[src/rtl/conv_result_streamer_pkg.sv]
// Shared types, sizes and the result-length helper for the convolution result drain path.
package conv_pkg;

  localparam int CONV_DATA_WIDTH = 32;
  localparam int CONV_ADDR_WIDTH = 5;
  localparam int Z_ADDR_WIDTH    = CONV_ADDR_WIDTH + 1;

  typedef enum logic [1:0] {IDLE, STREAM, FIN} stream_state_t;

  // Full linear convolution length; an empty operand yields an empty result.
  function automatic logic [Z_ADDR_WIDTH-1:0] conv_len(
    input logic [CONV_ADDR_WIDTH-1:0] size_x,
    input logic [CONV_ADDR_WIDTH-1:0] size_y
  );
    if (size_x == '0 || size_y == '0) return '0;
    return Z_ADDR_WIDTH'(size_x) + Z_ADDR_WIDTH'(size_y) - Z_ADDR_WIDTH'(1);
  endfunction

endpackage

[src/rtl/conv_result_streamer_if.sv]
// Valid/ready output word stream toward the bus/host side.
interface conv_result_streamer_if #(
  parameter int DATA_WIDTH = 32
);
  logic [DATA_WIDTH-1:0] data;
  logic                  valid;
  logic                  ready;
  logic                  last;

  modport master (output data, output valid, output last, input ready);
  modport slave  (input data, input valid, input last, output ready);
endinterface

[src/rtl/conv_result_streamer_fifo.sv]
// Two-entry result buffer between the memZ read port and the word serializer.
module conv_stream_fifo #(
  parameter int WIDTH = 64
) (
  input  logic             clk,
  input  logic             rst,
  input  logic             push,
  input  logic             pop,
  input  logic [WIDTH-1:0] din,
  output logic [WIDTH-1:0] head,
  output logic [1:0]       count
);

  logic [WIDTH-1:0] mem [2];
  logic             wr_ptr;
  logic             rd_ptr;

  always_ff @(posedge clk or posedge rst) begin
    if (rst) begin
      wr_ptr <= 1'b0;
      rd_ptr <= 1'b0;
      count  <= 2'd0;
    end else begin
      if (push) wr_ptr <= ~wr_ptr;
      if (pop)  rd_ptr <= ~rd_ptr;
      count <= count + {1'b0, push} - {1'b0, pop};
    end
  end

  always_ff @(posedge clk) begin
    if (push) mem[wr_ptr] <= din;
  end

  assign head = mem[rd_ptr];

  // The read-credit logic upstream must make these impossible.
  assert property (@(posedge clk) disable iff (rst) !(push && !pop && count == 2'd2));
  assert property (@(posedge clk) disable iff (rst) !(pop && count == 2'd0));

endmodule

[src/rtl/conv_result_streamer.sv]
// Drains N = sizeX+sizeY-1 memZ results after the core finishes, low word then high word per entry.
module conv_result_streamer
  import conv_pkg::*;
#(
  parameter int DATA_WIDTH = CONV_DATA_WIDTH,
  parameter int ADDR_WIDTH = CONV_ADDR_WIDTH
) (
  input  logic                      clk,
  input  logic                      rst,
  input  logic                      start,
  input  logic [DATA_WIDTH-1:0]     config_in,
  output logic [ADDR_WIDTH:0]       memZ_addr,
  input  logic [2*DATA_WIDTH-1:0]   memZ_data,
  conv_result_streamer_if.master    stream,
  output logic                      busy,
  output logic                      done
);

  localparam int ZW = ADDR_WIDTH + 1;

  stream_state_t           state;
  stream_state_t           state_nxt;
  logic [ZW-1:0]           n_len;
  logic [ZW-1:0]           cfg_len;
  logic [ZW-1:0]           rd_addr;
  logic [ZW-1:0]           last_addr;
  logic [ZW-1:0]           pop_idx;
  logic                    in_flight;
  logic                    sel;
  logic [1:0]              fifo_count;
  logic [2*DATA_WIDTH-1:0] head;
  logic                    issue;
  logic                    hs;
  logic                    pop;
  logic                    is_last;
  logic                    start_ok;
  logic                    unused_cfg;

  assign unused_cfg = ^config_in[DATA_WIDTH-1:2*ADDR_WIDTH];
  assign cfg_len    = conv_len(config_in[ADDR_WIDTH-1:0], config_in[2*ADDR_WIDTH-1:ADDR_WIDTH]);
  assign start_ok   = start && (state == IDLE);

  // A read may only go out if its data is guaranteed a FIFO slot on return.
  assign issue   = (state == STREAM) && (rd_addr < n_len)
                && (({1'b0, fifo_count} + {2'b00, in_flight}) < 3'd2);
  assign hs      = stream.valid && stream.ready;
  assign pop     = hs && sel;
  assign is_last = sel && (pop_idx == n_len - ZW'(1));

  assign memZ_addr = issue ? rd_addr : last_addr;

  always_ff @(posedge clk or posedge rst) begin
    if (rst) state <= IDLE;
    else     state <= state_nxt;
  end

  always_comb begin
    state_nxt = state;
    case (state)
      IDLE:    if (start) state_nxt = (cfg_len == '0) ? FIN : STREAM;
      STREAM:  if (hs && is_last) state_nxt = FIN;
      FIN:     state_nxt = IDLE;
      default: state_nxt = IDLE;
    endcase
  end

  assign busy = (state == STREAM);
  assign done = (state == FIN);

  always_ff @(posedge clk or posedge rst) begin
    if (rst) begin
      n_len     <= '0;
      rd_addr   <= '0;
      last_addr <= '0;
      pop_idx   <= '0;
      in_flight <= 1'b0;
      sel       <= 1'b0;
    end else begin
      in_flight <= issue;
      if (start_ok) begin
        n_len   <= cfg_len;
        rd_addr <= '0;
        pop_idx <= '0;
        sel     <= 1'b0;
      end else begin
        if (issue) begin
          rd_addr   <= rd_addr + ZW'(1);
          last_addr <= rd_addr;
        end
        if (hs) begin
          sel <= ~sel;
          if (sel) pop_idx <= pop_idx + ZW'(1);
        end
      end
    end
  end

  // Read data lands one cycle after issue, so the in-flight flag doubles as the push strobe.
  conv_stream_fifo #(.WIDTH(2*DATA_WIDTH)) u_fifo (
    .clk   (clk),
    .rst   (rst),
    .push  (in_flight),
    .pop   (pop),
    .din   (memZ_data),
    .head  (head),
    .count (fifo_count)
  );

  assign stream.valid = (fifo_count != 2'd0);
  assign stream.data  = sel ? head[2*DATA_WIDTH-1:DATA_WIDTH] : head[DATA_WIDTH-1:0];
  assign stream.last  = is_last;

endmodule

[src/flat_wrapper.sv]
// flat-port wrapper written by rule: the top's interface ports become plain ports
module conv_result_streamer_flat import conv_pkg::*;
#(
  parameter int DATA_WIDTH = CONV_DATA_WIDTH,
  parameter int ADDR_WIDTH = CONV_ADDR_WIDTH
)
  (clk, rst, start, config_in, memZ_addr, memZ_data, busy, done, stream_data, stream_valid, stream_last, stream_ready);
  conv_result_streamer_if #(.DATA_WIDTH(DATA_WIDTH)) stream_i ();
  input  logic clk;
  input  logic rst;
  input  logic start;
  input  logic [DATA_WIDTH-1:0] config_in;
  output logic [ADDR_WIDTH:0] memZ_addr;
  input  logic [2*DATA_WIDTH-1:0] memZ_data;
  output logic busy;
  output logic done;
  output wire logic [$bits(stream_i.data)-1:0] stream_data;
  output wire logic [$bits(stream_i.valid)-1:0] stream_valid;
  output wire logic [$bits(stream_i.last)-1:0] stream_last;
  input wire logic [$bits(stream_i.ready)-1:0] stream_ready;
  assign stream_data = stream_i.data;
  assign stream_valid = stream_i.valid;
  assign stream_last = stream_i.last;
  assign stream_i.ready = stream_ready;
  conv_result_streamer #(.DATA_WIDTH(DATA_WIDTH), .ADDR_WIDTH(ADDR_WIDTH)) u_core (.clk(clk), .rst(rst), .start(start), .config_in(config_in), .memZ_addr(memZ_addr), .memZ_data(memZ_data), .stream(stream_i), .busy(busy), .done(done));
endmodule
[config.mk]
export PLATFORM = sky130hd
export DESIGN_NAME = conv_result_streamer_flat
export DESIGN_NICKNAME = d
export VERILOG_FILES = /design/src/rtl/conv_result_streamer_pkg.sv /design/src/rtl/conv_result_streamer_if.sv /design/src/rtl/conv_result_streamer_fifo.sv /design/src/rtl/conv_result_streamer.sv /design/src/flat_wrapper.sv
export SDC_FILE = /design/constraint.sdc
export NUM_CORES = 1
export LEC_CHECK = 0
export CORE_MARGIN = 1.5
export CORE_UTILIZATION = 31
export DETAILED_ROUTE_END_ITERATION = 16
export PLACE_DENSITY = 0.53
export SLEW_MARGIN = 5
export SYNTH_ARGS = -nofsm -noshare
export SYNTH_HDL_FRONTEND = slang
export SYNTH_HIERARCHICAL = 1
export SYNTH_SLANG_ARGS = --single-unit
export TNS_END_PERCENT = 30
[constraint.sdc]
create_clock -name clk -period 4.7 [get_ports clk]
set_input_delay 0.94 -clock clk [delete_from_list [all_inputs] [get_ports clk]]
set_output_delay 0.94 -clock clk [all_outputs]
set_load 0.005 [all_outputs]
Figure 1. Metal 1.
Supply wires on this layer in grey.
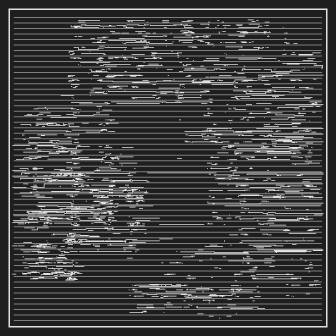
The wires run mostly horizontal. The longest straight run is 51.5 um. 608 nets have wire on it.
Post-Route WL: 14,200 um
via total after detailed routing: 3,952
met1 track demand over resource: 14.5%

Figure 2. Met2 routing.
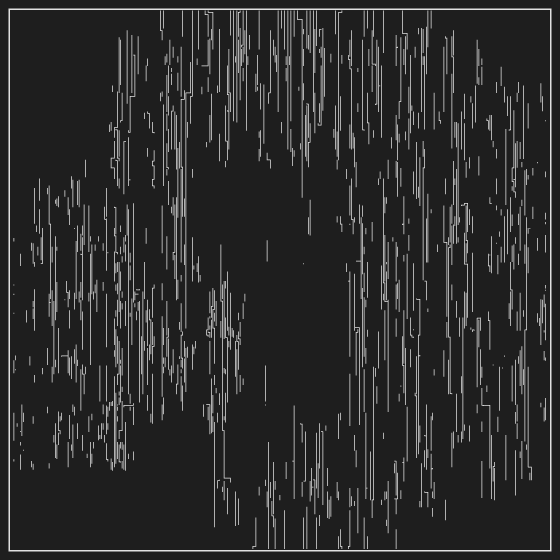
The wires run mostly vertical. The longest straight run is 68.0 um.
met2 track demand over resource: 20.7%

==> PnR_summary.wiki <==
=== Synthesis and place and route ===
{| class="wikitable"
! Metric !! Value
|-
| Status || complete, no violations
|-
| Starting DRT DRC Count || 150
|-
| Number of nets at the end of the flow || 691
|-
| NetSw || 0.00177 W
|-
| Wire per inst || about 16 um
|-
| Critical path depth in cells || 7
|-
| Setup crit end kind || primary output
|-
| Sum of met3 wire segment lengths after detailed routing || between 700 and 800 um
|-
| Fmax || ~260 MHz
|-
| Post-synth tally of flip-flops with integrated enable || 128
|-
| Final total negative setup slack || 0 ns
|-
| Vias in the first global route || about 4,200
|-
| Capture point of the worst path || memZ_addr[2]
|-
| Clock latency on the worst-skew pair || 0.42 ns
|-
| Path depth of the worst reg2reg path || 6
|-
| Most flops, register || u_core/u_fifo/mem
|-
| Endpoint of the most critical register-to-register path || u_core/last_addr[4]$_DFFE_PP0N_
|-
| Number of setup violations in the final report || 0
|-
| Hold crit path type || reg -> reg
|-
| Hold Fails Final Rpt || 0
|-
| Clock tree root driver cell || clkbuf_16
|-
| Total GRT Usage || approximately 12%
|-
| Number of gates resized after cts || 0
|-
| Length of the first detailed-routing pass in iterations || 4
|-
| Post-route fraction of the period consumed by the critical path || 82.8%
|-
| Cell count listed in synth_stat.txt || 444
|-
| Leak Pwr || 3.60 nW
|-
| Cell count after synthesis || around 440
|-
| Data arrival, critical path || 2.95 ns
|-
| Vias per Instance || 4.41
|-
| Number of antenna violations at the first check in global routing || 0
|-
| Number of buffers created by CTS || 17
|-
| Yosys top cell by area || edfxtp_1
|-
| Crit-path slowest cell || a21oi_4
|-
| Most common reg cell || edfxtp_1
|-
| Max Root-Sink Buffers || 2
|-
| Worst R2R Setup Slack || about 2.5 ns
|-
| Critical register-to-register path startpoint || u_core/n_len[3]$_DFFE_PP0P_
|-
| Worst hold path endpoint || u_core/last_addr[0]$_DFFE_PP0N_
|-
| Leading cell types by total area after synthesis || edfxtp_1 53%, dfrtp_1 11%, mux2_4 10%
|-
| Floorplan core density || a little under a third
|-
| Crit-path max FO || 18
|-
| Total Die Area || 24,300 um^2
|-
| Seq pwr share || 38.1%
|-
| Area inside the core boundary || 22,800 um^2
|-
| Clock share of power || roughly a quarter
|-
| Buffer-and-inverter tally for the worst setup path || 2
|-
| Post-route worst hold slack || 0.505 ns
|-
| Top area contributor share || 52.9%
|-
| DP Wirelength || a little over 9000 um
|-
| Routed wire length on met2 || roughly 7000 um
|-
| Worst hold path cell count || 1
|-
| Number of warnings the tools reported || approximately 48
|-
| Startpoint type of the worst setup path || flop
|-
| Antenna viol nets, final || 0
|-
| Setup Crit Path Kind || reg -> out
|-
| Leading cell types by count after synthesis || 128 x edfxtp_1, 58 x mux2_2, 50 x mux2_4, 34 x inv_1, 32 x dfrtp_1
|-
| Async SR Flop Fraction || between 20% and 30%
|-
| Power share of the combinational group || 38.3%
|-
| Routability-driven placement congestion ratio || 0.790
|-
| Family with the most delay on the worst path || AND-OR/OR-AND gates
|-
| Ports || 142
|-
| Total of warnings raised by yosys || 6
|-
| Hold path startpoint || u_core/last_addr[0]$_DFFE_PP0N_
|-
| Maximum clock skew at final layout || about 0.0073 ns
|-
| Busiest layer in global routing || met2
|-
| Clock tree from TritonCTS || done
|-
| Max reg flops || 128
|-
| Maximum number of pins on one net before global-route repair || ~65
|-
| Average footprint of a synthesized cell || 16.4 um^2
|-
| Number of standard-cell rows in the floorplan || between 50 and 60
|-
| H-tree level count || 4
|-
| Library cells used by synthesis || 44
|-
| Syn Nets || 564
|}
Figure 3. Signal wires on met3.
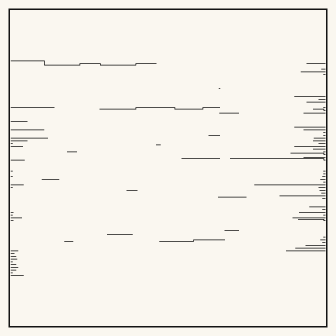
The longest straight run is 46.2 um. The layer carries 770 um of wire. The layer holds 5.4% of the routed length. The wires run mostly horizontal. 78 nets have wire on it.
met3 Usage GRT: 4.22%

[power groups by stage]
stage                     logic, W  registers [W]  clock network, W
after detailed placement   0.00229        0.00229                 0
final                      0.00226        0.00225           0.00139
after global placement     0.00225        0.00226                 0
after CTS                  0.00231        0.00226           0.00144
after floorplan            0.00158        0.00215                 0
after global routing       0.00246        0.00229           0.00150
[final cells by class]
cell class	instances	area (um^2)	share of cell area, %
clock buffer	17	425	4.53
sequential	160	4650	49.6
inverter	35	131	1.40
tap	313	392	4.17
clock inverter	15	169	1.80
multi-input combinational	235	2390	25.5
timing repair buffer	122	1230	13.1
[cells by family after synthesis]
family / share of synthesized area (%)
AND-OR/OR-AND: 2.76
XOR/XNOR: 2.86
adder cells (fa/ha/maj): 3.55
buffers and inverters: 3.33
flip-flops: 64.0
multiplexers: 19.6
AND/OR/NAND/NOR: 3.93
[metrics by stage]
stage / worst slack (ns) / util (%) / instances / area, um^2
after detailed placement: 1.22 / 38.6 / 865 / 8790
after CTS: 0.759 / 41.2 / 897 / 9380
after global routing: 0.632 / 41.2 / 897 / 9380
after floorplan: 0.897 / - / 444 / 7260
after global placement: 1.27 / 38.6 / 865 / 8790
final: 0.808 / 41.2 / 897 / 9380
[cell usage in the layout (no fill, tap or decap), types with 2 or more instances in the layout]
cell type / n
or2_2: 2
nand4_1: 8
mux2i_1: 2
mux2_2: 58
nand3_1: 3
ha_1: 19
nor2_1: 17
nor3_1: 2
clkinvlp_4: 3
inv_6: 7
edfxtp_1: 128
a21o_1: 2
clkdlybuf4s50_1: 119
a211oi_1: 2
o21ai_0: 5
dfrtp_1: 30
nand2_1: 13
buf_4: 2
a21oi_1: 5
bufinv_16: 2
mux2_4: 50
xnor2_1: 9
xor2_1: 12
inv_1: 34
nand2b_1: 2
clkbuf_16: 17
and3_1: 2
o22ai_1: 6
Power and IR drop assume default switching activity.
